`config.mk`:
```
export PLATFORM = sky130hd
export DESIGN_NAME = vxv_chunk_sequencer
export DESIGN_NICKNAME = d
export VERILOG_FILES = /design/src/rtl/vxv_chunk_sequencer.sv
export SDC_FILE = /design/constraint.sdc
export NUM_CORES = 1
export LEC_CHECK = 0
export CAP_MARGIN = 20
export CORE_AREA = 3 3 534 536
export CTS_CLUSTER_SIZE = 12
export DETAILED_ROUTE_END_ITERATION = 12
export DIE_AREA = 0 0 537 539
export HOLD_SLACK_MARGIN = 0.1
export PLACE_DENSITY_LB_ADDON = 0.12
export SLEW_MARGIN = 20
export SYNTH_ARGS = -nofsm -noshare
export SYNTH_HDL_FRONTEND = slang
export SYNTH_SLANG_ARGS = --single-unit
```
`constraint.sdc`:
```
create_clock -name clk -period 16.7 [get_ports clk]
set_input_delay 4.175 -clock clk [delete_from_list [all_inputs] [get_ports clk]]
set_output_delay 4.175 -clock clk [all_outputs]
set_load 0.01 [all_outputs]
```
`src/rtl/vxv_chunk_sequencer.sv`:
```
// ============================================================================
// Module   : vxv_chunk_sequencer
// Purpose  : Captures a vector into an external vector memory and streams the
//            zero-padded memory contents back out as fixed-size chunks of
//            no_of_units elements, most significant chunk first, under a
//            valid/ready handshake.
// Ports    : clk, reset            - clock, asynchronous active-high reset
//            load_valid/load_ready - load handshake, load_data is the vector
//            mem_write_enable/data - one-cycle write strobe to vector memory
//            mem_read_data         - padded vector memory contents
//            start/start_error     - begin a pass / pass refused (no vector)
//            busy, done            - activity flag, end-of-pass pulse
//            chunk_valid/ready     - chunk handshake
//            chunk_data/index/last - current chunk, its number, final flag
// Revision : 1.0 - initial release
// ============================================================================
`default_nettype none

module vxv_chunk_sequencer #(
    parameter int number_of_equations_per_cluster = 9,
    parameter int element_width                   = 32,
    parameter int no_of_units                     = 8,
    parameter int additional                      = no_of_units - (number_of_equations_per_cluster % no_of_units),
    parameter int total                           = number_of_equations_per_cluster + additional,
    parameter int number_of_chunks                = total / no_of_units,
    // Must be wide enough to hold number_of_chunks-1.
    parameter int chunk_index_width               = 8
) (
    input  logic                                                 clk,
    input  logic                                                 reset,
    input  logic                                                 load_valid,
    output logic                                                 load_ready,
    input  logic [element_width*number_of_equations_per_cluster-1:0] load_data,
    output logic                                                 mem_write_enable,
    output logic [element_width*number_of_equations_per_cluster-1:0] mem_write_data,
    input  logic [element_width*total-1:0]                       mem_read_data,
    input  logic                                                 start,
    output logic                                                 start_error,
    output logic                                                 busy,
    output logic                                                 done,
    output logic                                                 chunk_valid,
    input  logic                                                 chunk_ready,
    output logic [element_width*no_of_units-1:0]                 chunk_data,
    output logic [chunk_index_width-1:0]                         chunk_index,
    output logic                                                 chunk_last
);

    localparam int c_chunk_w = element_width * no_of_units;
    localparam int c_mem_w   = element_width * total;
    localparam logic [chunk_index_width-1:0] c_last_index =
        chunk_index_width'(number_of_chunks - 1);

    typedef enum logic [1:0] {
        S_IDLE   = 2'd0,
        S_WRITE  = 2'd1,
        S_STREAM = 2'd2,
        S_FINISH = 2'd3
    } state_t;

    state_t                                                 r_state;
    state_t                                                 w_state_next;
    logic                                                   r_vector_loaded;
    logic                                                   w_set_loaded;
    logic                                                   r_start_error;
    logic                                                   w_start_error_next;
    logic                                                   w_capture;
    logic [chunk_index_width-1:0]                           r_chunk_index;
    logic [chunk_index_width-1:0]                           w_index_next;
    logic [element_width*number_of_equations_per_cluster-1:0] r_mem_write_data;
    logic [c_chunk_w-1:0]                                   w_chunks [number_of_chunks];
    logic [c_chunk_w-1:0]                                   w_chunk_data;
    logic                                                   w_is_last;

    // Slice the padded memory image into chunks; chunk 0 holds the MSBs so
    // element 1 of the vector leads the stream and the zero pad trails it.
    generate
        for (genvar k = 0; k < number_of_chunks; k++) begin : g_chunk_slice
            assign w_chunks[k] = mem_read_data[c_mem_w-1-k*c_chunk_w -: c_chunk_w];
        end
    endgenerate

    always_comb begin
        w_chunk_data = '0;
        for (int k = 0; k < number_of_chunks; k++) begin
            if (r_chunk_index == chunk_index_width'(k)) begin
                w_chunk_data = w_chunks[k];
            end
        end
    end

    assign w_is_last = (r_chunk_index == c_last_index);

    // ------------------------------------------------------------------
    // Next-state logic
    // ------------------------------------------------------------------
    always_comb begin
        w_state_next       = r_state;
        w_capture          = 1'b0;
        w_set_loaded       = 1'b0;
        w_start_error_next = 1'b0;
        w_index_next       = r_chunk_index;

        case (r_state)
            S_IDLE: begin
                // A load wins over a simultaneous start; the start is
                // silently dropped rather than reported.
                if (load_valid) begin
                    w_capture    = 1'b1;
                    w_state_next = S_WRITE;
                end else if (start) begin
                    if (r_vector_loaded) begin
                        w_index_next = '0;
                        w_state_next = S_STREAM;
                    end else begin
                        w_start_error_next = 1'b1;
                    end
                end
            end
            S_WRITE: begin
                w_set_loaded = 1'b1;
                w_state_next = S_IDLE;
            end
            S_STREAM: begin
                if (chunk_ready) begin
                    if (w_is_last) begin
                        w_index_next = '0;
                        w_state_next = S_FINISH;
                    end else begin
                        w_index_next = r_chunk_index + chunk_index_width'(1);
                    end
                end
            end
            S_FINISH: begin
                w_state_next = S_IDLE;
            end
            default: begin
                w_state_next = S_IDLE;
            end
        endcase
    end

    // ------------------------------------------------------------------
    // State and datapath registers
    // ------------------------------------------------------------------
    always_ff @(posedge clk or posedge reset) begin
        if (reset) begin
            r_state          <= S_IDLE;
            r_vector_loaded  <= 1'b0;
            r_start_error    <= 1'b0;
            r_chunk_index    <= '0;
            r_mem_write_data <= '0;
        end else begin
            r_state       <= w_state_next;
            r_start_error <= w_start_error_next;
            r_chunk_index <= w_index_next;
            if (w_capture) begin
                r_mem_write_data <= load_data;
            end
            // The flag survives completed passes so a repeated start replays
            // the stored vector; only reset clears it.
            if (w_set_loaded) begin
                r_vector_loaded <= 1'b1;
            end
        end
    end

    // ------------------------------------------------------------------
    // Outputs (state-decoded, so the strobes are mutually exclusive and
    // drop immediately with an asynchronous reset)
    // ------------------------------------------------------------------
    assign load_ready       = (r_state == S_IDLE) && !reset;
    assign mem_write_enable = (r_state == S_WRITE);
    assign mem_write_data   = r_mem_write_data;
    assign start_error      = r_start_error;
    assign busy             = (r_state != S_IDLE);
    assign done             = (r_state == S_FINISH);
    assign chunk_valid      = (r_state == S_STREAM);
    assign chunk_data       = w_chunk_data;
    assign chunk_index      = r_chunk_index;
    assign chunk_last       = (r_state == S_STREAM) && w_is_last;

endmodule

`default_nettype wire

```
A small window of the routed layout:
Region (248, 142) to (288, 182) um. Cells in gray, sequential cells in the stronger gray; small squares are vias.
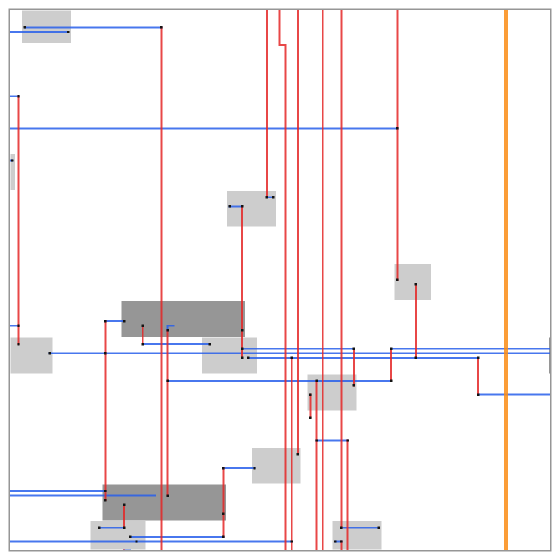
Key: orange = M4; red = M2; blue = M1
Sequential cells in the window: 2. Most frequent: clkdlybuf4s50_1 (5), mux2_2 (2), dfrtp_1 (2). 10 logic cells have their middle in the window. Netlist names of flops here include mem_write_data (2).

Signal wires by layer:
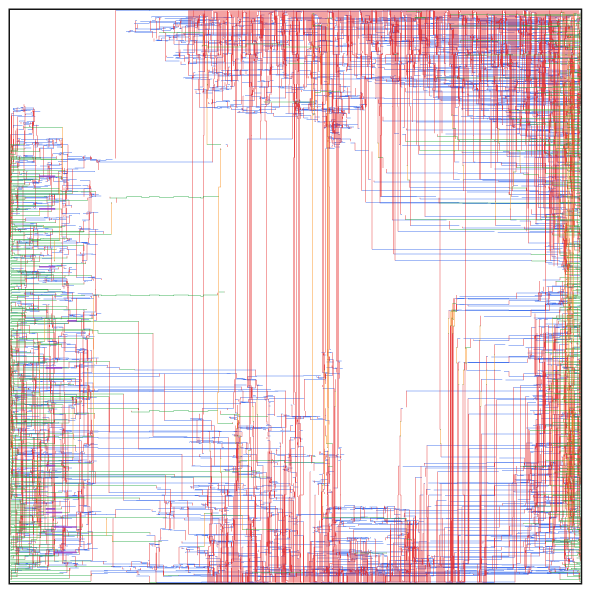
Key: red = M2 [wire length 84.7 mm]; orange = M4 [wire length 5880 um]; blue = M1 [wire length 56.0 mm]; green = M3 [wire length 17100 um]; purple = M5 [wire length 132 um]
overall routed net length: 164000 um
vias post-DR: 15200
routed length per instance: 26.6 um
total track usage: 10.7%

Clock network drawn from the DEF:
Scale bar: 200 um.
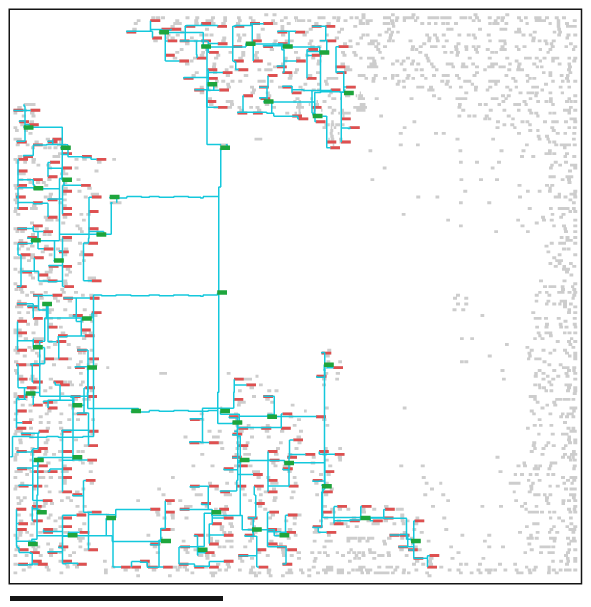
Key: green = clock-net drivers [count 46]; cyan = clock wires [length 7600 um]; red = flip-flops [count 300]
There are 47 routed clock nets.
setup clock skew after layout: 36.8 ps
Clk. pwr: 1.01 mW
clock latency on the worst-skew pair: 600 ps
relative contribution of the clock network to total power: 15.7%

==> flow_metrics.py <==
# Metrics from the implementation run
metrics = {
    "run_status": {
        "run_status": "finished, final reports clean",
    },
    "global_route": {
        "use_met1_pct": 10.6,
        "gr-max-usage-layer": "met2",
        "grt_pass1_vias": 16300,
        "gr-total-overflow": 0,
    },
    "clocking": {
        "cts.sinks": 300,
        "cts.clk_slew.worst_paths_ps": 60,
        "post_cts.resized_instances": 0,
    },
    "worst_setup_path": {
        "setup.reg_to_reg.worst_slack_ps": 13040,
        "startpoint_type": "primary input",
        "cp_data_arrival_time_ps": 5930,
    },
    "synth": {
        "synth_cell_types": 34,
        "yosysWarnings": 0,
        "ffs_latches_synth": 300,
        "yosys_cell_count": 994,
        "yosys_area_um2": 14000,
        "aoi_share_pct": 16.7,
    },
    "routing": {
        "dr.first_iter.drc_count": 552,
        "number_of_drc_violations_after_detailed_routing": 0,
    },
    "final_layout": {
        "final_net_count": 3137,
        "utilization_after_layout_pct": 11.9,
    },
    "floorplanning": {
        "chipWidth_um": 537,
        "core_area_um2": 281000,
    },
    "final_timing": {
        "relSlewSlack_pct": 37.8,
        "rsz0062_at_grt": "no",
        "min_period_ps": 10100,
    },
    "hold_path": {
        "hold_path_end": "start_error",
        "worst_hold_path.num_cells": 1,
    },
    "power": {
        "power-per-cell-area_nw_per_um2": 192,
    },
}
Placed standard cells:
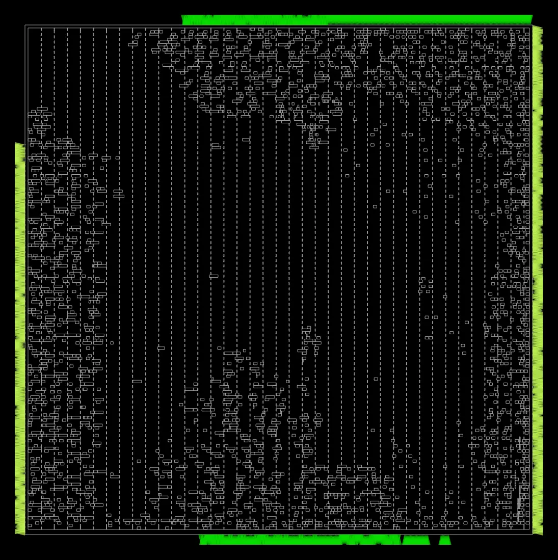
sequential cells: 300
fraction of area in registers: 22.4%
final-layout fill cell count: 32000

Signal wires on met3:
Scale bar: 200 um.
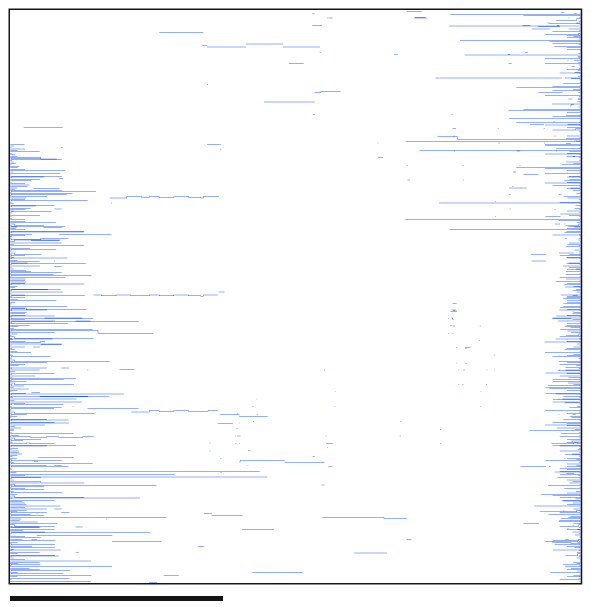
789 nets have wire on it. The wires run mostly horizontal. The layer carries 17100 um of wire. The longest straight run is 241 um. The layer holds 10% of the routed length.
global-route met3 utilization: 4.70%

## cell usage after synthesis
library cell	number	area (um2)
sky130_fd_sc_hd__dfrtp_1	300	7510
sky130_fd_sc_hd__mux2_2	288	3240
sky130_fd_sc_hd__a22o_1	256	2240
sky130_fd_sc_hd__buf_2	47	235
sky130_fd_sc_hd__buf_4	38	285
sky130_fd_sc_hd__nor2_1	7	26.3
sky130_fd_sc_hd__inv_1	6	22.5
sky130_fd_sc_hd__clkbuf_1	5	18.8
sky130_fd_sc_hd__nand2_1	5	18.8
sky130_fd_sc_hd__xnor2_1	5	43.8
sky130_fd_sc_hd__a21oi_1	3	15.0
sky130_fd_sc_hd__ha_1	3	37.5
sky130_fd_sc_hd__nand2b_1	3	18.8
sky130_fd_sc_hd__nand3_1	3	15.0
sky130_fd_sc_hd__a2111oi_0	2	17.5
sky130_fd_sc_hd__a211oi_1	2	15.0
sky130_fd_sc_hd__a21o_1	2	15.0
sky130_fd_sc_hd__o21ai_0	2	10.0
sky130_fd_sc_hd__or2_2	2	12.5
sky130_fd_sc_hd__a21oi_4	1	16.3
sky130_fd_sc_hd__and2_1	1	6.26
sky130_fd_sc_hd__nand3b_1	1	7.51
sky130_fd_sc_hd__nand4_1	1	6.26
sky130_fd_sc_hd__nand4bb_1	1	11.3
sky130_fd_sc_hd__nor2_4	1	11.3
sky130_fd_sc_hd__nor2b_1	1	6.26
sky130_fd_sc_hd__nor3_2	1	10.0
sky130_fd_sc_hd__nor4_4	1	21.3
sky130_fd_sc_hd__nor4b_1	1	8.76
sky130_fd_sc_hd__nor4b_4	1	23.8
sky130_fd_sc_hd__o31ai_1	1	7.51
sky130_fd_sc_hd__or4_1	1	7.51
sky130_fd_sc_hd__or4_4	1	11.3
sky130_fd_sc_hd__or4b_4	1	13.8
## flip-flops by register name, indices dropped and copies added, names as in the netlist
signal and count:
start_error 1, r_vector_loaded 1, chunk_index 8, mem_write_data 288
r_state 2
## power by group
part / total (mW) / switching [mW] / internal, mW
sequential: 1.31 / 0.216 / 1.09
clock: 1.01 / 0.419 / 0.593
combinational: 4.12 / 2.07 / 2.05
total: 6.44 / 2.70 / 3.74
## final cells by class
type / count / area (um2)
Clock buffer: 64 / 1300
Clock inverter: 17 / 216
Inverter: 6 / 30.0
Multi-Input combinational cell: 598 / 5900
Antenna cell: 48 / 120
Timing Repair Buffer: 1377 / 13800
Fill cell: 32000 / 248000
Tap cell: 3743 / 4680
Sequential cell: 300 / 7510
## cell families (layout without fill, tap and decap cells)
group	after synthesis	after routing
and+or+nand+nor	33	33
DFF	300	300
adders and majority gates	3	3
other	0	48
muxes	288	288
buffers and inverters	96	1464
xor gates and xnor gates	5	5
AOI/OAI and AO/OA	269	269
## worst max-delay path, cell delays in order
cell                              delay [ps]
sky130_fd_sc_hd__clkdlybuf4s50_1         750
sky130_fd_sc_hd__a22o_1                  370
sky130_fd_sc_hd__clkdlybuf4s50_1         610
## routing by layer
metal  up-vias  wire (um)
met5         -        131
met4        20       5880
met3       208      17100
met2       942      84700
met1      7454      56000
li1       6552          -
No activity file was given, so power comes from the tool's default toggle rates.
